### config.mk
export PLATFORM = sky130hd
export DESIGN_NAME = muldiv_unit_flat
export DESIGN_NICKNAME = d
export VERILOG_FILES = /design/src/rtl/muldiv_unit_if.sv /design/src/rtl/muldiv_unit.sv /design/src/flat_wrapper.sv
export SDC_FILE = /design/constraint.sdc
export NUM_CORES = 1
export LEC_CHECK = 0
export CORE_MARGIN = 2
export CORE_UTILIZATION = 60
export CTS_BUF_LIST = sky130_fd_sc_hd__clkbuf_2
export DETAILED_ROUTE_END_ITERATION = 12
export DONT_BUFFER_PORTS = 1
export PLACE_DENSITY = 0.8
export SETUP_SLACK_MARGIN = 0.02
export SLEW_MARGIN = 30
export SYNTH_ARGS = -nofsm -noshare
export SYNTH_HDL_FRONTEND = slang
export SYNTH_SLANG_ARGS = --single-unit
### constraint.sdc
create_clock -name clk -period 16.1 [get_ports clk]
set_clock_uncertainty 0.1 [all_clocks]
set_input_delay 3.22 -clock clk [delete_from_list [all_inputs] [get_ports clk]]
set_output_delay 3.22 -clock clk [all_outputs]
set_load 0.03 [all_outputs]
### src/rtl/muldiv_unit_if.sv
// Handshake and result bus for the multiply/divide unit.
// The master side issues operations and cancels them; the slave side (the unit)
// reports busy/done and drives the HI/LO write enables and result.
interface muldiv_unit_if;
   logic        start;
   logic [1:0]  op;
   logic [31:0] src_a;
   logic [31:0] src_b;
   logic        cancel;
   logic        busy;
   logic        done;
   logic [1:0]  we;
   logic [63:0] hilo_out;

   modport master (
      output start, op, src_a, src_b, cancel,
      input  busy, done, we, hilo_out
   );

   modport slave (
      input  start, op, src_a, src_b, cancel,
      output busy, done, we, hilo_out
   );
endinterface

### src/rtl/muldiv_unit.sv
// Iterative 32-bit multiply/divide unit producing a 64-bit {HI, LO} result.
// Operations: 00 MULT, 01 MULTU, 10 DIV, 11 DIVU. Multiplies use shift-add and
// divides use restoring shift-subtract, both on operand magnitudes, one bit per
// cycle for 32 cycles, followed by a sign-fix cycle and a one-cycle DONE pulse.
// Optional macro MULDIV_FAST_MUL_EN replaces the iterative multiply with a
// single-cycle 32x32 multiplier (IDLE->FIX->DONE); divides are unaffected.
module muldiv_unit (
   input  logic           clk,
   input  logic           rst,
   muldiv_unit_if.slave   bus
);

   typedef enum logic [1:0] {IDLE, RUN, FIX, DONE} state_t;

   state_t      state_q;
   logic [31:0] hi_q;
   logic [31:0] lo_q;
   logic [31:0] aux_q;
   logic [4:0]  cnt_q;
   logic        isMul_q;
   logic        negQ_q;
   logic        negR_q;
   logic        busy_q;
   logic        done_q;
   logic [1:0]  we_q;
   logic [63:0] hilo_q;

   logic        signedOp;
   logic [31:0] magA;
   logic [31:0] magB;
   logic [32:0] mulSum;
   logic [32:0] divShift;
   logic [32:0] divDiff;
   logic [31:0] stepHi_d;
   logic [31:0] stepLo_d;
   logic [63:0] fixResult_d;
`ifdef MULDIV_FAST_MUL_EN
   logic [63:0] fastProd;
`endif

   assign bus.busy     = busy_q;
   assign bus.done     = done_q;
   assign bus.we       = we_q;
   assign bus.hilo_out = hilo_q;

   // Operand magnitudes for the signed ops; the sign is restored in FIX.
   always_comb begin
      signedOp = ~bus.op[0];
      magA     = (signedOp && bus.src_a[31]) ? -bus.src_a : bus.src_a;
      magB     = (signedOp && bus.src_b[31]) ? -bus.src_b : bus.src_b;
`ifdef MULDIV_FAST_MUL_EN
      fastProd = {32'd0, magA} * {32'd0, magB};
`endif
   end

   // One radix-2 step: {hi,lo} is the product/multiplier pair for multiplies and
   // the remainder/dividend-quotient pair for divides; aux holds the other operand.
   always_comb begin
      mulSum   = {1'b0, hi_q} + (lo_q[0] ? {1'b0, aux_q} : 33'd0);
      divShift = {hi_q, lo_q[31]};
      divDiff  = divShift - {1'b0, aux_q};
      stepHi_d = hi_q;
      stepLo_d = lo_q;
      if (isMul_q) begin
         stepHi_d = mulSum[32:1];
         stepLo_d = {mulSum[0], lo_q[31:1]};
      end else if (!divDiff[32]) begin
         stepHi_d = divDiff[31:0];
         stepLo_d = {lo_q[30:0], 1'b1};
      end else begin
         stepHi_d = divShift[31:0];
         stepLo_d = {lo_q[30:0], 1'b0};
      end
   end

   // Sign correction: negate the whole product, or quotient and remainder separately.
   always_comb begin
      fixResult_d = {hi_q, lo_q};
      if (isMul_q) begin
         if (negQ_q) fixResult_d = -{hi_q, lo_q};
      end else begin
         fixResult_d = {(negR_q ? -hi_q : hi_q), (negQ_q ? -lo_q : lo_q)};
      end
   end

   // Control FSM with registered busy/done/we and the held result register.
   always_ff @(posedge clk or posedge rst) begin
      if (rst) begin
         state_q <= IDLE;
         hi_q    <= '0;
         lo_q    <= '0;
         aux_q   <= '0;
         cnt_q   <= '0;
         isMul_q <= 1'b0;
         negQ_q  <= 1'b0;
         negR_q  <= 1'b0;
         busy_q  <= 1'b0;
         done_q  <= 1'b0;
         we_q    <= 2'b00;
         hilo_q  <= '0;
      end else begin
         case (state_q)
            IDLE: begin
               if (bus.start && !bus.cancel) begin
                  isMul_q <= ~bus.op[1];
                  cnt_q   <= '0;
                  busy_q  <= 1'b1;
                  if (bus.op[1]) begin
                     if (bus.src_b == 32'd0) begin
                        hi_q    <= bus.src_a;
                        lo_q    <= 32'hFFFF_FFFF;
                        aux_q   <= '0;
                        negQ_q  <= 1'b0;
                        negR_q  <= 1'b0;
                        state_q <= FIX;
                     end else begin
                        hi_q    <= '0;
                        lo_q    <= magA;
                        aux_q   <= magB;
                        negQ_q  <= signedOp & (bus.src_a[31] ^ bus.src_b[31]);
                        negR_q  <= signedOp & bus.src_a[31];
                        state_q <= RUN;
                     end
                  end else begin
                     negQ_q <= signedOp & (bus.src_a[31] ^ bus.src_b[31]);
                     negR_q <= 1'b0;
                     aux_q  <= magA;
`ifdef MULDIV_FAST_MUL_EN
                     hi_q    <= fastProd[63:32];
                     lo_q    <= fastProd[31:0];
                     state_q <= FIX;
`else
                     hi_q    <= '0;
                     lo_q    <= magB;
                     state_q <= RUN;
`endif
                  end
               end
            end
            RUN: begin
               if (bus.cancel) begin
                  busy_q  <= 1'b0;
                  state_q <= IDLE;
               end else begin
                  hi_q  <= stepHi_d;
                  lo_q  <= stepLo_d;
                  cnt_q <= cnt_q + 5'd1;
                  if (cnt_q == 5'd31) state_q <= FIX;
               end
            end
            FIX: begin
               if (bus.cancel) begin
                  busy_q  <= 1'b0;
                  state_q <= IDLE;
               end else begin
                  hilo_q  <= fixResult_d;
                  done_q  <= 1'b1;
                  we_q    <= 2'b11;
                  state_q <= DONE;
               end
            end
            DONE: begin
               done_q  <= 1'b0;
               we_q    <= 2'b00;
               busy_q  <= 1'b0;
               state_q <= IDLE;
            end
            default: begin
               busy_q  <= 1'b0;
               done_q  <= 1'b0;
               we_q    <= 2'b00;
               state_q <= IDLE;
            end
         endcase
      end
   end

endmodule

### src/flat_wrapper.sv
// flat-port wrapper written by rule: the top's interface ports become plain ports
module muldiv_unit_flat 
  (clk, rst, bus_start, bus_op, bus_src_a, bus_src_b, bus_cancel, bus_busy, bus_done, bus_we, bus_hilo_out);
  muldiv_unit_if bus_i ();
  input  logic clk;
  input  logic rst;
  input wire logic [$bits(bus_i.start)-1:0] bus_start;
  input wire logic [$bits(bus_i.op)-1:0] bus_op;
  input wire logic [$bits(bus_i.src_a)-1:0] bus_src_a;
  input wire logic [$bits(bus_i.src_b)-1:0] bus_src_b;
  input wire logic [$bits(bus_i.cancel)-1:0] bus_cancel;
  output wire logic [$bits(bus_i.busy)-1:0] bus_busy;
  output wire logic [$bits(bus_i.done)-1:0] bus_done;
  output wire logic [$bits(bus_i.we)-1:0] bus_we;
  output wire logic [$bits(bus_i.hilo_out)-1:0] bus_hilo_out;
  assign bus_i.start = bus_start;
  assign bus_i.op = bus_op;
  assign bus_i.src_a = bus_src_a;
  assign bus_i.src_b = bus_src_b;
  assign bus_i.cancel = bus_cancel;
  assign bus_busy = bus_i.busy;
  assign bus_done = bus_i.done;
  assign bus_we = bus_i.we;
  assign bus_hilo_out = bus_i.hilo_out;
  muldiv_unit u_core (.clk(clk), .rst(rst), .bus(bus_i));
endmodule
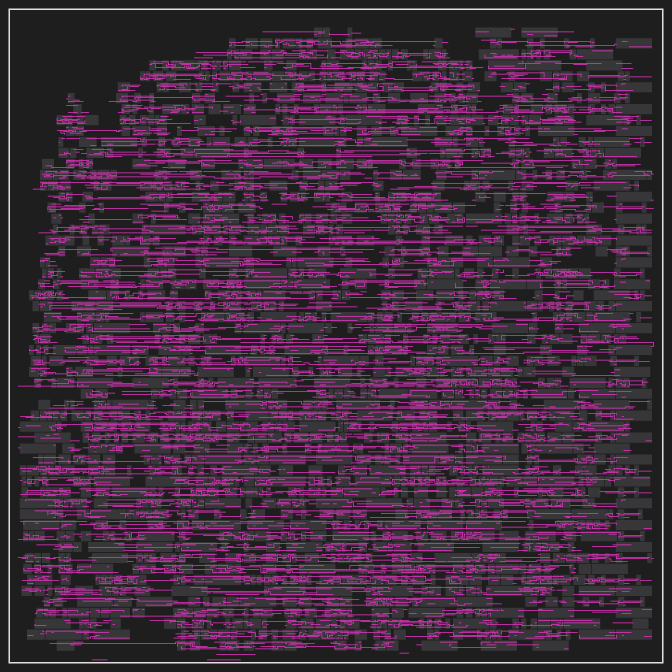
**Above:** run 1 (met1 routing).
nets with wire on the layer	1855
longest straight run	47.8 µm

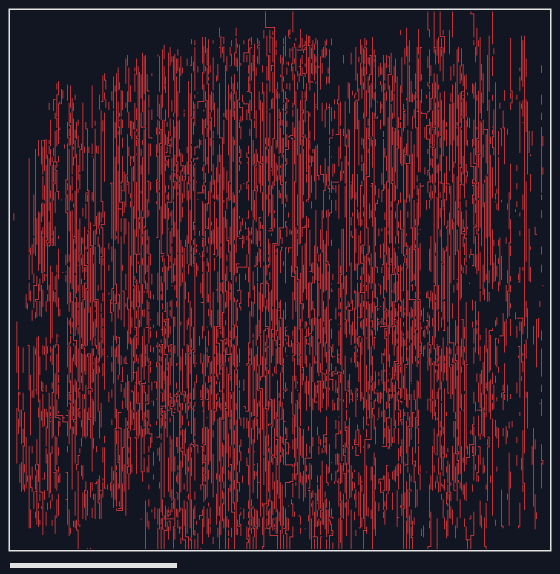
**Above:** run 1 (metal 2).
Bar = 50 µm.
wire length on this layer	21.9 mm
share of all routed wire	45%

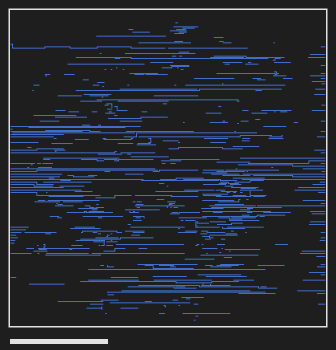
**Above:** run 1 (the metal 3 layer).
Bar = 50 µm.
longest straight run	90.6 µm
share of all routed wire	12%
wire length on this layer	5870 µm
total vias in the final route: 14405
met3 capacity usage during global routing: 10.3%
Detailed Route WL: 49100 µm

==> reports/README.md, run 1 <==
| Quantity | This run | Unit |
|---|---|---|
| Quantity of hold-fixing buffers added after cts | 0 | - |
| Mean instance size in the synthesized netlist | 7.87 | µm² |
| Crit path max-delay family | simple AND/OR/NAND/NOR gates | - |
| Final total negative setup slack | 0 | ns |
| Clock net sink count | 172 | - |
| Number of violations reported at the end of detailed-routing iteration 0 | 1533 | - |
| Kind of critical path | primary input to flip-flop | - |
| Clock latency at the later pin of the worst-skew pair | 0.81 | ns |
| Number of buffers added by the clock tree synthesis step | 17 | - |
| Slew @ Worst Pin | 1.02 | ns |
| Number of H-tree branching levels | 4 | - |
| Synthesis-to-finish area growth | 1.85 | % |
| Area of the die | 26200 | µm² |
| Worst Path Arrival | 6.43 | ns |
| Area figure in the yosys stat output | 15000 | µm² |
| Number of cells produced by synthesis | 1904 | - |
| Count of tool warnings | 31 | - |
| CP max-delay cell | sky130_fd_sc_hd__nor4b_1 | - |
| Net count after synthesis | 2050 | - |
| Sort of element at the start of the critical path | primary input | - |
| Type of element capturing the critical path | flip-flop | - |
| Path category of the worst min-delay check | flip-flop to flip-flop | - |
| Number of endpoints with negative hold slack in the final report | 0 | - |
| Count of distinct cell types in the synthesized netlist | 89 | - |
| Vertical die dimension | 162 | µm |
| Highest-count logic cell in the final layout | sky130_fd_sc_hd__nand2_1 | - |
| Minimum setup slack after placement | 9.65 | ns |
| TritonCTS clock tree | done | - |
| Synth top cell by count | sky130_fd_sc_hd__nand2_1 | - |
| Area share of the largest cell type after synthesis | 28.7 | % |
| Leak pwr | 6.63 | nW |
| Proportion of layout cells with a drive suffix above 1 | 6.32 | % |
| Top cells, area | sky130_fd_sc_hd__dfrtp_1 29%, sky130_fd_sc_hd__o21ai_0 6.6%, sky130_fd_sc_hd__ha_1 6.2% | - |
| RSZ-0062 raised after global routing | no | - |
| Clock slew at reported path FFs | 0.27 | ns |
| Fraction of registers with async set/reset | 100 | % |
| All-Layer GR Usage | 37.0 | % |
| Synthesized registers | 172 | - |
| Input/output buffers | 0 | - |
| Number of cells in the finished layout apart from fillers | 2161 | - |
| Maximum number of pins on one net before global-route repair | 111 | - |
| Floorplan die width | 162 | µm |
| Final setup violating endpoints | 0 | - |
| Wire length of the first global-routing pass | 75400 | µm |
| Hold_ws | 0.430 | ns |
| Final critical-path share of the clock period | 36.3 | % |
| Number of antenna violations at the first check in global routing | 2 | - |
| Leftover overflow at the end of global routing | 0 | - |
| Number of nets in the layout | 1969 | - |
| Post-route setup slack | 10.26 | ns |
| Maximum fanout count along the critical path | 4 | - |
| Ranking of synthesized cells by instance count | 241 x sky130_fd_sc_hd__nand2_1, 197 x sky130_fd_sc_hd__o21ai_0, 172 x sky130_fd_sc_hd__dfrtp_1 | - |
| Dominant logic cell types in the final layout | 239 x sky130_fd_sc_hd__nand2_1, 197 x sky130_fd_sc_hd__o21ai_0, 171 x sky130_fd_sc_hd__dfrtp_1 | - |
| Share of the yosys chip area belonging to registers | 28.7 | % |
| Buffers inserted during post-CTS setup optimization | 0 | - |
| Detailed placement HPWL | 37100 | µm |
| Overall power of the completed layout | 3.29 | mW |
| Buffer-and-inverter tally for the worst setup path | 0 | - |
| Post-CTS resize count | 0 | - |
| Count of antenna-violating nets left after detailed routing | 0 | - |
| Core Density at Floorplan | 61.4 | % |
| Headroom to the max-slew limit | 31.2 | % |
| Maximum count of clock buffers along a single path | 2 | - |
| Flip-flop cell with the highest count after synthesis | sky130_fd_sc_hd__dfrtp_1 | - |
| # Max-Cap Violations | 0 | - |
| Largest incremental delay on the critical path | 0.90 | ns |
| Count of flip-flops with a built-in enable after synthesis | 0 | - |
| Area of the core | 24400 | µm² |
| Top achievable clock speed | 171 | MHz |
| Cell Area, Synth | 15000 | µm² |
| Number of pins with negative max-slew slack in the final report | 0 | - |
| Yosys warning count | 0 | - |
| PD cells | 215 | nW/µm² |
| Drt first pass iters | 6 | - |
| Total cells reported by yosys after synthesis | 1904 | - |
| Buffer type at the clock tree root | sky130_fd_sc_hd__clkbuf_2 | - |
| Mean number of vias per cell | 6.67 | - |
| Per-cell routed wire length | 22.7 | µm |
| Outcome | finished, final reports clean | - |
| I/O pin total | 138 | - |
| WP data required | 16.69 | ns |
| Yosys top cell by area | sky130_fd_sc_hd__dfrtp_1 | - |
| IR drop worst, VDD | 0.182 | mV |
| RePlAce Congestion | 0.974 | - |
| Via count of the first global-routing pass | 13493 | - |
==> run 1: through the flow <==
stage	instance area [µm²]	util [%]
global placement	15000	61.4
finish	15300	62.5
CTS	15200	62.5
detailed placement	15000	61.4
global route	15300	62.5
floorplan	15000	-
==> run 1: logic make-up after synthesis <==
logic type	after synthesis	synth area share [%]
muxes	65	4.55
buffers and inverters	182	5.39
DFF	172	28.7
xor gates and xnor gates	174	10.2
AOI/OAI and AO/OA	595	24.3
and+or+nand+nor	640	20.3
adders and majority gates	76	6.45
==> run 1: where the power goes <==
group	internal [mW]	switching, mW	total (mW)
clock	0.0554	0.199	0.255
combinational	0.783	1.20	1.98
sequential	0.613	0.437	1.05
==> run 1: final timing paths <==
path                             startpoint                 endpoint  slack (ns)  cells after the start
setup / recovery               bus_src_a[6]         u_core.aux_q[23]       10.26                      8
hold / removal             u_core.aux_q[15]         u_core.aux_q[15]        0.43                      2
setup reg to reg             u_core.lo_q[0]          u_core.hi_q[27]       11.43                     13
hold reg to reg            u_core.aux_q[15]         u_core.aux_q[15]        0.43                      2
max in group asynchronous               rst           u_core.isMul_q       12.38                      2
min in group asynchronous               rst  u_core.bus.hilo_out[27]        2.20                      1
==> run 1: sequential cells by signal, summed over array words and instances, names as in the netlist <==
| register | cells |
|---|---|
| u_core.cnt_q | 5 |
| u_core.bus.we | 1 |
| u_core.bus.busy | 1 |
| u_core.negR_q | 1 |
| u_core.bus.hilo_out | 64 |
| u_core.hi_q | 32 |
| u_core.isMul_q | 1 |
| u_core.negQ_q | 1 |
| u_core.aux_q | 32 |
| u_core.state_q | 2 |
| u_core.lo_q | 32 |
==> run 1: tightest hold or removal path, stage by stage (launching register included) <==
cell                      delay [ns]
sky130_fd_sc_hd__dfrtp_1        0.41
sky130_fd_sc_hd__nand2_1        0.05
sky130_fd_sc_hd__o21ai_0        0.06
==> run 1: per-layer routing <==
layer	share of wire (%)	vias up	wire length, µm	GRT usage (%)
li1	-	6688	-	-
met1	39	6758	19200	47.5
met2	45	814	21900	58.9
met3	12	145	5870	10.3
met4	4.2	0	2060	15.2
met5	0	-	0	0
==> run 1: final cells by class <==
| type | count | area [µm²] | area share [%] |
|---|---|---|---|
| inverters | 66 | 255 | 1.67 |
| flip-flops and latches | 172 | 4310 | 28.2 |
| repair buffers | 16 | 124 | 0.812 |
| multi-input cells | 1550 | 9900 | 64.9 |
| clock buffers | 18 | 90.1 | 0.591 |
| well taps | 324 | 405 | 2.66 |
| clock inverters | 14 | 168 | 1.10 |
| diodes | 1 | 2.50 | 0.0164 |
--- run 2 (diff from run 1) ---
==> constraint.sdc (replaced) <==
create_clock -name clk -period 5.5 [get_ports clk]
set_clock_uncertainty 0.1 [all_clocks]
set_input_delay 1.1 -clock clk [delete_from_list [all_inputs] [get_ports clk]]
set_output_delay 1.1 -clock clk [all_outputs]
set_load 0.03 [all_outputs]
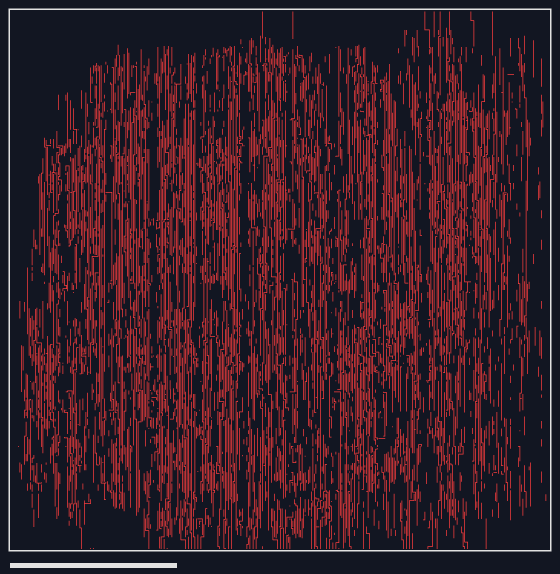
**Above:** run 2 (metal 2).
Bar = 50 µm.
nets with wire on the layer	1590
main direction	vertical
wire length on this layer	21.0 mm

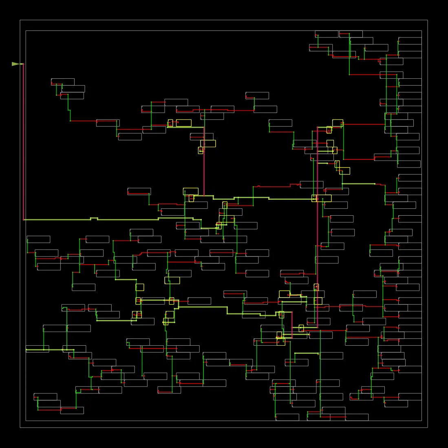
**Above:** run 2 (the clock network).
Clock buffer cells: 18
clock net sink count: 172
clock latency at the later pin of the worst-skew pair: 0.84 ns

==> run 2 against run 1 <==
Design area about the same. Clock power rose to 2.8 times the previous value. Via count rose by 0.22%. Critical path type is now flip-flop to flip-flop. Highest routed layer unchanged.
==> reports/README.md, run 2 <==
| Quantity | This run | Unit | Change |
|---|---|---|---|
| Outcome | finished, final reports clean | - | unchanged |
| Yosys warning count | 0 | - | unchanged |
| Max reg flops | 64 | - | unchanged |
| Number of endpoints with negative hold slack in the final report | 0 | - | unchanged |
| Clock slew at reported path FFs | 0.35 | ns | was 0.27 ns |
| Cell Area, Synth | 15000 | µm² | unchanged |
| Final critical-path share of the clock period | 78.3 | % |  |
| Post-DP Area | 15000 | µm² | about the same |
| Wire length of the first global-routing pass | 74300 | µm | was 75400 µm |
| Dominant logic cell types in the final layout | 240 x sky130_fd_sc_hd__nand2_1, 197 x sky130_fd_sc_hd__o21ai_0, 171 x sky130_fd_sc_hd__dfrtp_1 | - | was 239 x sky130_fd_sc_hd__nand2_1, 197 x sky130_fd_sc_hd__o21ai_0, 171 x sky130_fd_sc_hd__dfrtp_1 |
| Layout filler cell count | 2237 | - | was 2224 |
| Switching power as a share of total power | 55.8 | % | about the same |
| Worst Path Arrival | 4.88 | ns | was 6.43 ns |
| Amount of wire on met2 after detailed routing | 21000 | µm | was 21900 µm |
| All-Layer GR Usage | 36.4 | % | was 37.0% |
| Net count after synthesis | 2050 | - | unchanged |
| Buffers inserted during post-CTS setup optimization | 0 | - | unchanged |
| Leak pwr | 6.63 | nW | about the same |
| Proportion of layout cells with a drive suffix above 1 | 6.32 | % | unchanged |
| Met1 Routed Length | 18900 | µm | was 19200 µm |
| Synth top cell by count | sky130_fd_sc_hd__nand2_1 | - | unchanged |
| Leftover overflow at the end of global routing | 0 | - | unchanged |
| Type of element capturing the critical path | flip-flop | - | unchanged |
| Yosys top cell by area | sky130_fd_sc_hd__dfrtp_1 | - | unchanged |
| Shortest clock period the worst path allows after layout | 4.31 | ns |  |
| Count of flip-flops with a built-in enable after synthesis | 0 | - | unchanged |
| Count of antenna-violating nets left after detailed routing | 0 | - | unchanged |
| Buffer type at the clock tree root | sky130_fd_sc_hd__clkbuf_2 | - | unchanged |
| Count of tool warnings | 31 | - | unchanged |
| Number of H-tree branching levels | 4 | - | unchanged |
| Mean number of vias per cell | 6.68 | - | was 6.67 |
| Switching component of the power | 5.35 | mW | was 1.84 mW |
| Synthesis-to-finish area growth | 1.89 | % | was 1.85% |
| Number of violations reported at the end of detailed-routing iteration 0 | 1650 | - | was 1533 |
| Relative contribution of combinational cells to total power | 60.7 | % | was 60.3% |
| Maximum fanout count along the critical path | 24 | - | was 4 |
| Post-route setup slack | 1.19 | ns | was 10.26 ns |
| RSZ-0062 raised after global routing | no | - | unchanged |
| Headroom to the max-slew limit | 31.6 | % | was 31.2% |
| Via count of the first global-routing pass | 13439 | - | was 13493 |
| Kind of critical path | flip-flop to flip-flop | - | was primary input to flip-flop |
| Top achievable clock speed | 232 | MHz |  |
| Detailed placement HPWL | 36600 | µm | was 37100 µm |
| TritonCTS clock tree | done | - | unchanged |
| Highest metal layer with signal wires | met4 | - | unchanged |
| Share of the yosys chip area belonging to registers | 28.7 | % | unchanged |
| Minimum setup slack after placement | 1.05 | ns | was 9.65 ns |
| IR drop worst, VDD | 0.346 | mV | was 0.182 mV |
| DRC violation count after routing | 0 | - | unchanged |
| Area share of the largest cell type after synthesis | 28.7 | % | unchanged |
| Final setup violating endpoints | 0 | - | unchanged |
| I/O pin total | 138 | - | unchanged |
| Per-cell routed wire length | 22.2 | µm | was 22.7 µm |
| Post-CTS resize count | 0 | - | unchanged |
| Area of the die | 26200 | µm² | unchanged |
| Input/output buffers | 0 | - | unchanged |
| Part of the power in registers | 31.7 | % | was 31.9% |
| Maximum count of clock buffers along a single path | 2 | - | unchanged |
| Highest-count logic cell in the final layout | sky130_fd_sc_hd__nand2_1 | - | unchanged |
| Summed area of non-filler cells in the final layout | 15300 | µm² | about the same |
| RePlAce Congestion | 0.997 | - | was 0.974 |
| # Max-Cap Violations | 0 | - | unchanged |
| R2r worst-path depth | 12 | - | was 13 |
| Number of antenna violations at the first check in global routing | 1 | - | was 2 |
| PD cells | 629 | nW/µm² | was 215 nW/µm² |
| Maximum number of pins on one net before global-route repair | 143 | - | was 111 |
| Detailed Route WL | 48000 | µm | was 49100 µm |
| Top cells, area | sky130_fd_sc_hd__dfrtp_1 29%, sky130_fd_sc_hd__o21ai_0 6.6%, sky130_fd_sc_hd__ha_1 6.2% | - | unchanged |
| Hold_ws | 0.0569 | ns | was 0.430 ns |
| Number of buffers added by the clock tree synthesis step | 17 | - | unchanged |
| Total cells reported by yosys after synthesis | 1904 | - | unchanged |
| Total vias in the final route | 14437 | - | was 14405 |
| Slew @ Worst Pin | 1.01 | ns | was 1.02 ns |
| Overall power of the completed layout | 9.60 | mW | was 3.29 mW |
| Count of distinct cell types in the synthesized netlist | 89 | - | unchanged |
| WP data required | 6.08 | ns | was 16.69 ns |
| Quantity of hold-fixing buffers added after cts | 0 | - | unchanged |
| Fraction of registers with async set/reset | 100 | % | unchanged |
| Internal power | 4.25 | mW | was 1.45 mW |
| Ranking of synthesized cells by instance count | 241 x sky130_fd_sc_hd__nand2_1, 197 x sky130_fd_sc_hd__o21ai_0, 172 x sky130_fd_sc_hd__dfrtp_1 | - | unchanged |
| Power share of the clock group | 7.5 | % | was 7.7% |
| Floorplan die width | 162 | µm | unchanged |
| Area figure in the yosys stat output | 15000 | µm² | unchanged |
| Path category of the worst min-delay check | primary input to async pin | - | was flip-flop to flip-flop |
| Flip-flop cell with the highest count after synthesis | sky130_fd_sc_hd__dfrtp_1 | - | unchanged |
| Drt first pass iters | 8 | - | was 6 |
| Area of the core | 24400 | µm² | unchanged |
| Number of pins with negative max-slew slack in the final report | 0 | - | unchanged |
| Core Density at Floorplan | 61.4 | % | unchanged |
| Synthesized registers | 172 | - | unchanged |
| Final total negative setup slack | 0 | ns | unchanged |
| Number of cells produced by synthesis | 1904 | - | unchanged |
| FP Rows | 57 | - | unchanged |
| Met3 Routed Length | 5550 | µm | was 5870 µm |
| Number of nets in the layout | 1969 | - | unchanged |
| Sort of element at the start of the critical path | flip-flop | - | was primary input |
| Vertical die dimension | 162 | µm | unchanged |
| Mean instance size in the synthesized netlist | 7.87 | µm² | unchanged |
[run 2: netlist changes by cell type in the layout (fill, tap and decap cells not counted), sizes merged]
cell	delta
clkinvlp	+2
clkinv	+1
inv	-3
[run 2: power by group through the flow]
stage / combinational [mW] / clock, mW / sequential (mW)
after floorplan: 4.62 / 0 / 2.64
after global placement: 5.60 / 0 / 3.01
after detailed placement: 5.70 / 0 / 3.04
after CTS: 5.72 / 0.724 / 3.00
after global routing: 6.41 / 0.775 / 3.10
final: 5.83 / 0.724 / 3.05
[run 2: kinds of logic after synthesis]
kind of cell | after synthesis | synth area share, %
xor+xnor | 174 | 10.2
fa+ha+maj | 76 | 6.45
simple gates | 640 | 20.3
buf+inv | 182 | 5.39
mux | 65 | 4.55
compound gates | 595 | 24.3
flops | 172 | 28.7
[run 2: cell type report]
class / instances / area (µm²) / share of cell area (%)
multi-input cells: 1550 / 9900 / 64.9
repair buffers: 16 / 133 / 0.869
inverters: 66 / 251 / 1.65
flip-flops and latches: 172 / 4310 / 28.2
diodes: 1 / 2.50 / 0.0164
well taps: 324 / 405 / 2.66
clock buffers: 18 / 90.1 / 0.590
clock inverters: 14 / 174 / 1.14
[run 2: layer usage]
| metal | GRT usage [%] | vias to the layer above |
|---|---|---|
| li1 | - | 6670 |
| met1 | 47.5 | 6802 |
| met2 | 55.5 | 801 |
| met3 | 10.2 | 164 |
| met4 | 18.1 | 0 |
| met5 | 0 | - |
[run 2: stage by stage]
stage / instances / utilization (%)
after floorplan: 1904 / -
after global placement: 2128 / 61.4
after detailed placement: 2128 / 61.4
after CTS: 2160 / 62.5
after global routing: 2161 / 62.6
final: 2161 / 62.6
[run 2: worst max-delay path, cell delays in order (launching register included)]
cell and delay (ns):
sky130_fd_sc_hd__dfrtp_1 0.47, sky130_fd_sc_hd__clkinv_1 0.70, sky130_fd_sc_hd__nor2_1 0.45, sky130_fd_sc_hd__ha_1 0.25, sky130_fd_sc_hd__a211oi_1 0.05, sky130_fd_sc_hd__o21bai_1 0.36, sky130_fd_sc_hd__a21boi_0 0.31, sky130_fd_sc_hd__or4_1 0.67
sky130_fd_sc_hd__a21o_1 0.19, sky130_fd_sc_hd__nand2_1 0.17, sky130_fd_sc_hd__xnor2_1 0.20, sky130_fd_sc_hd__a2bb2oi_1 0.19, sky130_fd_sc_hd__a31oi_1 0.10
[run 2: path summary, 6_finish.rpt]
check                      slack [ns]                      end             start
max                              1.19          u_core.hi_q[20]    u_core.lo_q[0]
min                              0.06  u_core.bus.hilo_out[26]               rst
max reg2reg                      1.19          u_core.hi_q[20]    u_core.lo_q[0]
min reg2reg                      0.42         u_core.aux_q[14]  u_core.aux_q[14]
max in group asynchronous        3.92           u_core.isMul_q               rst
min in group clk                 0.25         u_core.bus.we[0]        bus_cancel
Power figures rest on the tool's default switching activity, not on a simulated workload.
